===== src/rtl/counter_sec.sv =====
// Seconds stage of the digital clock: prescales clk to a 1 Hz base, counts
// seconds 0-59 with preset, and emits the minute carry, a 1 Hz tick and a colon blink.
module counter_sec #(
  parameter int CLK_HZ       = 100_000_000,
  parameter int CARRY_CYCLES = 4
) (
  input  logic       clk,
  input  logic       _CR,
  input  logic       PE,
  input  logic [7:0] pre_sec,
  input  logic       EN,
  output logic [7:0] show_sec,
  output logic       cin_sec,
  output logic       tick_1hz,
  output logic       blink,
  output logic       load_err
);

  localparam int PW  = $clog2(CLK_HZ);
  localparam int PLW = $clog2(CARRY_CYCLES + 1);

  localparam logic [PW-1:0]  PRE_LAST = PW'(CLK_HZ - 1);
  localparam logic [PW-1:0]  PRE_HALF = PW'(CLK_HZ / 2);
  localparam logic [PLW-1:0] PLS_INIT = PLW'(CARRY_CYCLES - 1);
  localparam logic [7:0]     SEC_MAX  = 8'd59;

  logic [PW-1:0]  pre_cnt;
  logic [PW-1:0]  pre_cnt_nxt;
  logic [PLW-1:0] pls_cnt;
  logic           sec_adv;

  // Next prescaler value and the "advance seconds" strobe; preset beats run.
  always_comb begin
    pre_cnt_nxt = pre_cnt;
    sec_adv     = 1'b0;
    if (PE) begin
      pre_cnt_nxt = '0;
    end else if (EN) begin
      if (pre_cnt == PRE_LAST) begin
        pre_cnt_nxt = '0;
        sec_adv     = 1'b1;
      end else begin
        pre_cnt_nxt = pre_cnt + 1'b1;
      end
    end
  end

  // NOTE: all state uses non-blocking assignments so every register samples
  // the pre-edge values; blocking here would chain updates within one edge.
  always_ff @(posedge clk or negedge _CR) begin
    if (!_CR) begin
      pre_cnt  <= '0;
      pls_cnt  <= '0;
      show_sec <= 8'd0;
      cin_sec  <= 1'b0;
      tick_1hz <= 1'b0;
      blink    <= 1'b0;
      load_err <= 1'b0;
    end else begin
      pre_cnt  <= pre_cnt_nxt;
      tick_1hz <= sec_adv;
      // Blink is derived from the next count so it stays aligned with pre_cnt.
      blink    <= (pre_cnt_nxt >= PRE_HALF);

      if (PE) begin
        cin_sec <= 1'b0;
        pls_cnt <= '0;
        if (pre_sec <= SEC_MAX) begin
          show_sec <= pre_sec;
          load_err <= 1'b0;
        end else begin
          load_err <= 1'b1;
        end
      end else begin
        if (sec_adv) begin
          show_sec <= (show_sec == SEC_MAX) ? 8'd0 : show_sec + 8'd1;
        end

        if (sec_adv && show_sec == SEC_MAX) begin
          cin_sec <= 1'b1;
          pls_cnt <= PLS_INIT;
        end else if (cin_sec) begin
          if (pls_cnt == '0) begin
            cin_sec <= 1'b0;
          end else begin
            pls_cnt <= pls_cnt - 1'b1;
          end
        end
      end
    end
  end

endmodule

===== config.mk =====
export PLATFORM = sky130hd
export DESIGN_NAME = counter_sec
export DESIGN_NICKNAME = d
export VERILOG_FILES = /design/src/rtl/counter_sec.sv
export SDC_FILE = /design/constraint.sdc
export NUM_CORES = 1
export LEC_CHECK = 0
export CAP_MARGIN = 0
export CORE_MARGIN = 2
export CORE_UTILIZATION = 45
export CTS_BUF_LIST = sky130_fd_sc_hd__clkbuf_4 sky130_fd_sc_hd__clkbuf_8
export CTS_CLUSTER_DIAMETER = 100
export DETAILED_ROUTE_END_ITERATION = 8
export PLACE_DENSITY = 0.62
export SLEW_MARGIN = 10
export SYNTH_ARGS = -nofsm -noshare
export SYNTH_HDL_FRONTEND = slang
export SYNTH_SLANG_ARGS = --single-unit

===== constraint.sdc =====
create_clock -name clk -period 5.5 [get_ports clk]
set_clock_uncertainty 0.2 [all_clocks]
set_input_delay 1.65 -clock clk [delete_from_list [all_inputs] [get_ports clk]]
set_output_delay 1.65 -clock clk [all_outputs]
set_load 0.005 [all_outputs]

Fig. 1: signal wires on met1
Bar = 20 microns. Supply wires on this layer in grey.
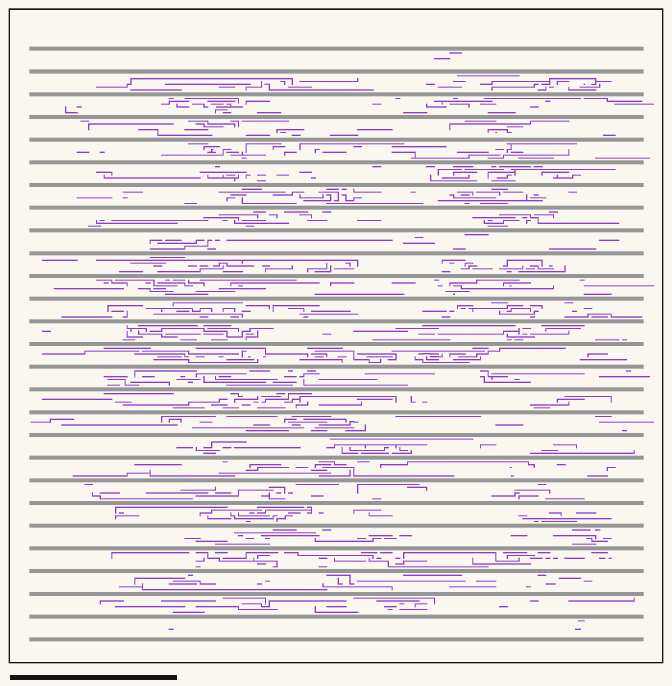
nets with wire on the layer	279
wire length on this layer	2430 microns

Fig. 2: the metal 2 layer
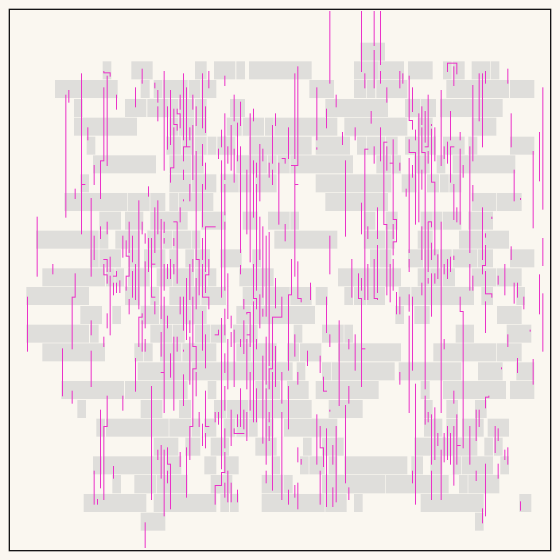
share of all routed wire	45%
main direction	vertical
nets with wire on the layer	238

Fig. 3: M3 wires
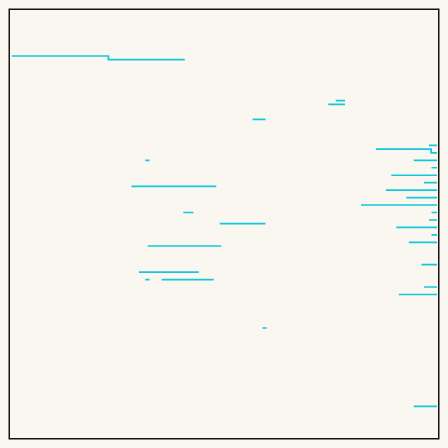
longest straight run	17.5 microns
share of all routed wire	3.7%
nets with wire on the layer	25
wire length on this layer	181 microns

Fig. 4: cells coloured by class
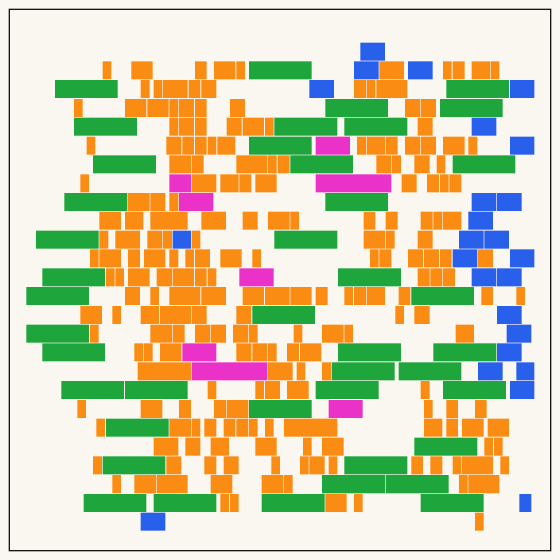
colour	class	cells
green	flops	42
blue	other buffers and delay cells	25
magenta	clock drivers and dummy loads	8
orange	all other logic	218

Fig. 5: routing congestion
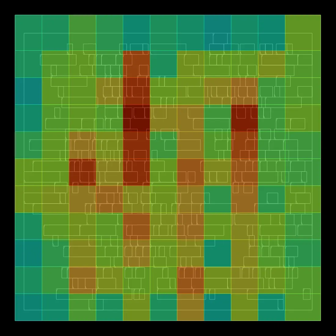
grt met1 use: 22.5%
Total GRT Usage: 17.2%

==> CHANGELOG.md <==
## Flow update

* Met2 WL at 2.19 mm
* Clock-pin slew on the worst setup and hold paths at 0.09 ns
* I/O Buffers at 23
* Comb area share at 46.4%
* Delay-heaviest family, CP: simple AND/OR/NAND/NOR gates
* VDD IR max at 0.000120 V
* Fin. Hold Viols at 0
* Synth warn at 0
* AO/OA Area Share at 12.0%
* Sequential cell power at 0.339 mW
* Hold Crit Depth at 1
* Yosys stat area at 2470 sq um
* Post-Synthesis Cells at 276
* Power density cells at 252 nW/um^2
* Hpwl dp at 3.46 mm
* Die Height at 78.1 microns
* Total negative slack at 0 ns
* # DRC at 0
* Fmax at 227 MHz
* Starting DRC count in detailed routing at 81
* Depth of the CTS H-tree at 2
* XOR Share, Synth at 10.3%
* Simple Share, Synth at 28.7%
* Cell Count, Final, Fillers Out at 363
* Largest registers: pre_cnt x27, show_sec x8, pls_cnt x3
* CP startpoint: EN
* Top area cell types: dfrtp_1 (43%), nor2_1 (6.7%), xnor2_1 (5.3%), xor2_1 (5.0%), nand2_1 (3.8%)
* Clk latency late pin at 0.30 ns
* Outcome: finished, final reports clean
* Worst reg-to-reg setup slack at 2.60 ns
* Clk sinks at 42
* ANT cells at 0
* Cell row count at 26
* Filler Cell Count at 493
* Comb power at 0.0897 mW
* CP cell instances: clkdlybuf4s50_1 > nand4_1 > nor4_2 > nor4bb_1 > o21ai_0 > a211oi_1 > o211ai_1 > o31ai_2
* Synthesized cell area at 2470 sq um
* Worst hold start: load_err$_DFFE_PN0P_
* Top Metal Used: met4
* Worst hold path type: flop to flop
* Final Max-Slew Violation Tally at 0
* Tool warnings at 27
* Sequential cell area share at 36.7%
* Worst setup margin at 1.10 ns
* First-pass GRT wire length at 8.44 mm
* Ys async rst share at 100%
* Main logic family: simple AND/OR/NAND/NOR gates
* Maxcap violations at 0
* Clkbuf count at 5
* Max reg flops at 27
* Mapped Nets at 292
* Hold Path End: load_err$_DFFE_PN0P_
* Synth Flop Type: dfrtp_1
* RD Place Congestion at 0.847
* Largest net degree at the start of global routing at 43
* Final setup fails at 0
* GRT met3 Usage at 2.76%
* Top Layout Cells: nor2_1 (44), dfrtp_1 (42), nand2_1 (25), clkdlybuf4s50_1 (22), o21ai_0 (16)
* CP Max Fanout at 11
* Clock root cell: clkbuf_8
* Synth Seq Share at 42.6%
* Yosys reg bits at 42
* Final instance area at 2860 sq um
* Share of layout cells above drive strength 1 at 6.14%
* Gr busiest metal: met2
* Die area at 6100 sq um
* Top Consumer: sequential cells
* Final non-clock buffer share at 8.39%
* EDFF count, synth at 0
* Bufs w/o clock at 25
* Setup WS pre-CTS at 0.775 ns
* Crit path DRT at 5.51 ns
* Leakage at 1.16 nW
* Synth-to-layout area growth at 16.0%
* Fin crit share at 80.1%
* Clk power at 0.292 mW
* Average cell area after synthesis at 8.95 sq um
* Most flops, register: pre_cnt
* Vias in the first global route at 1896
* Wire length on met3 at 181 microns
* Power Total at 0.721 mW
* Dpl cell area at 2730 sq um
* Top-count cell post-synth: nor2_1
* Slew HR at 40.3%
* Registers at 42
* Met2 usage at 28.0%
* Psw at 0.169 mW
* Logic area at 1330 sq um
* ClkCell Share at 4.81%
* CP Capture Type: flop
* Yosys top cell area share at 42.6%
* Worst R2R End: blink$_DFF_PN0_
* Tapcells at 70
* Comb_multi_in at 213
* Crit path buffers/inverters at 1
* Adder Share, Synth at 2.03%
* Cell-internal power at 0.552 mW
* Area leader, netlist: dfrtp_1
* Wire length per cell at 13.5 microns
* Reg2reg path depth at 7
* Vias/cell at 5.48
* Min cycle time layout at 4.40 ns
* Distinct cells, synth at 45
* Switching share of power at 23.4%
* Post-CTS Setup Bufs at 0
* Fin util at 55.0%
* Antenna Nets Post-Route at 0
* RSZ-0062 raised after global routing: no
* Num ports at 24
* Initial antenna violation count at 0
* Slowest CP cell: nor4_2
* Critical path class: input port to flop
* Num CTS Buffers at 5
* Post-CTS Resized at 0
* Routed wire length at 4.89 mm
* Clk network pwr share at 40.5%
* Worst Setup EP: blink$_DFF_PN0_
* Most frequent logic cell in the layout: nor2_1
Power figures rest on the tool's default switching activity, not on a simulated workload.
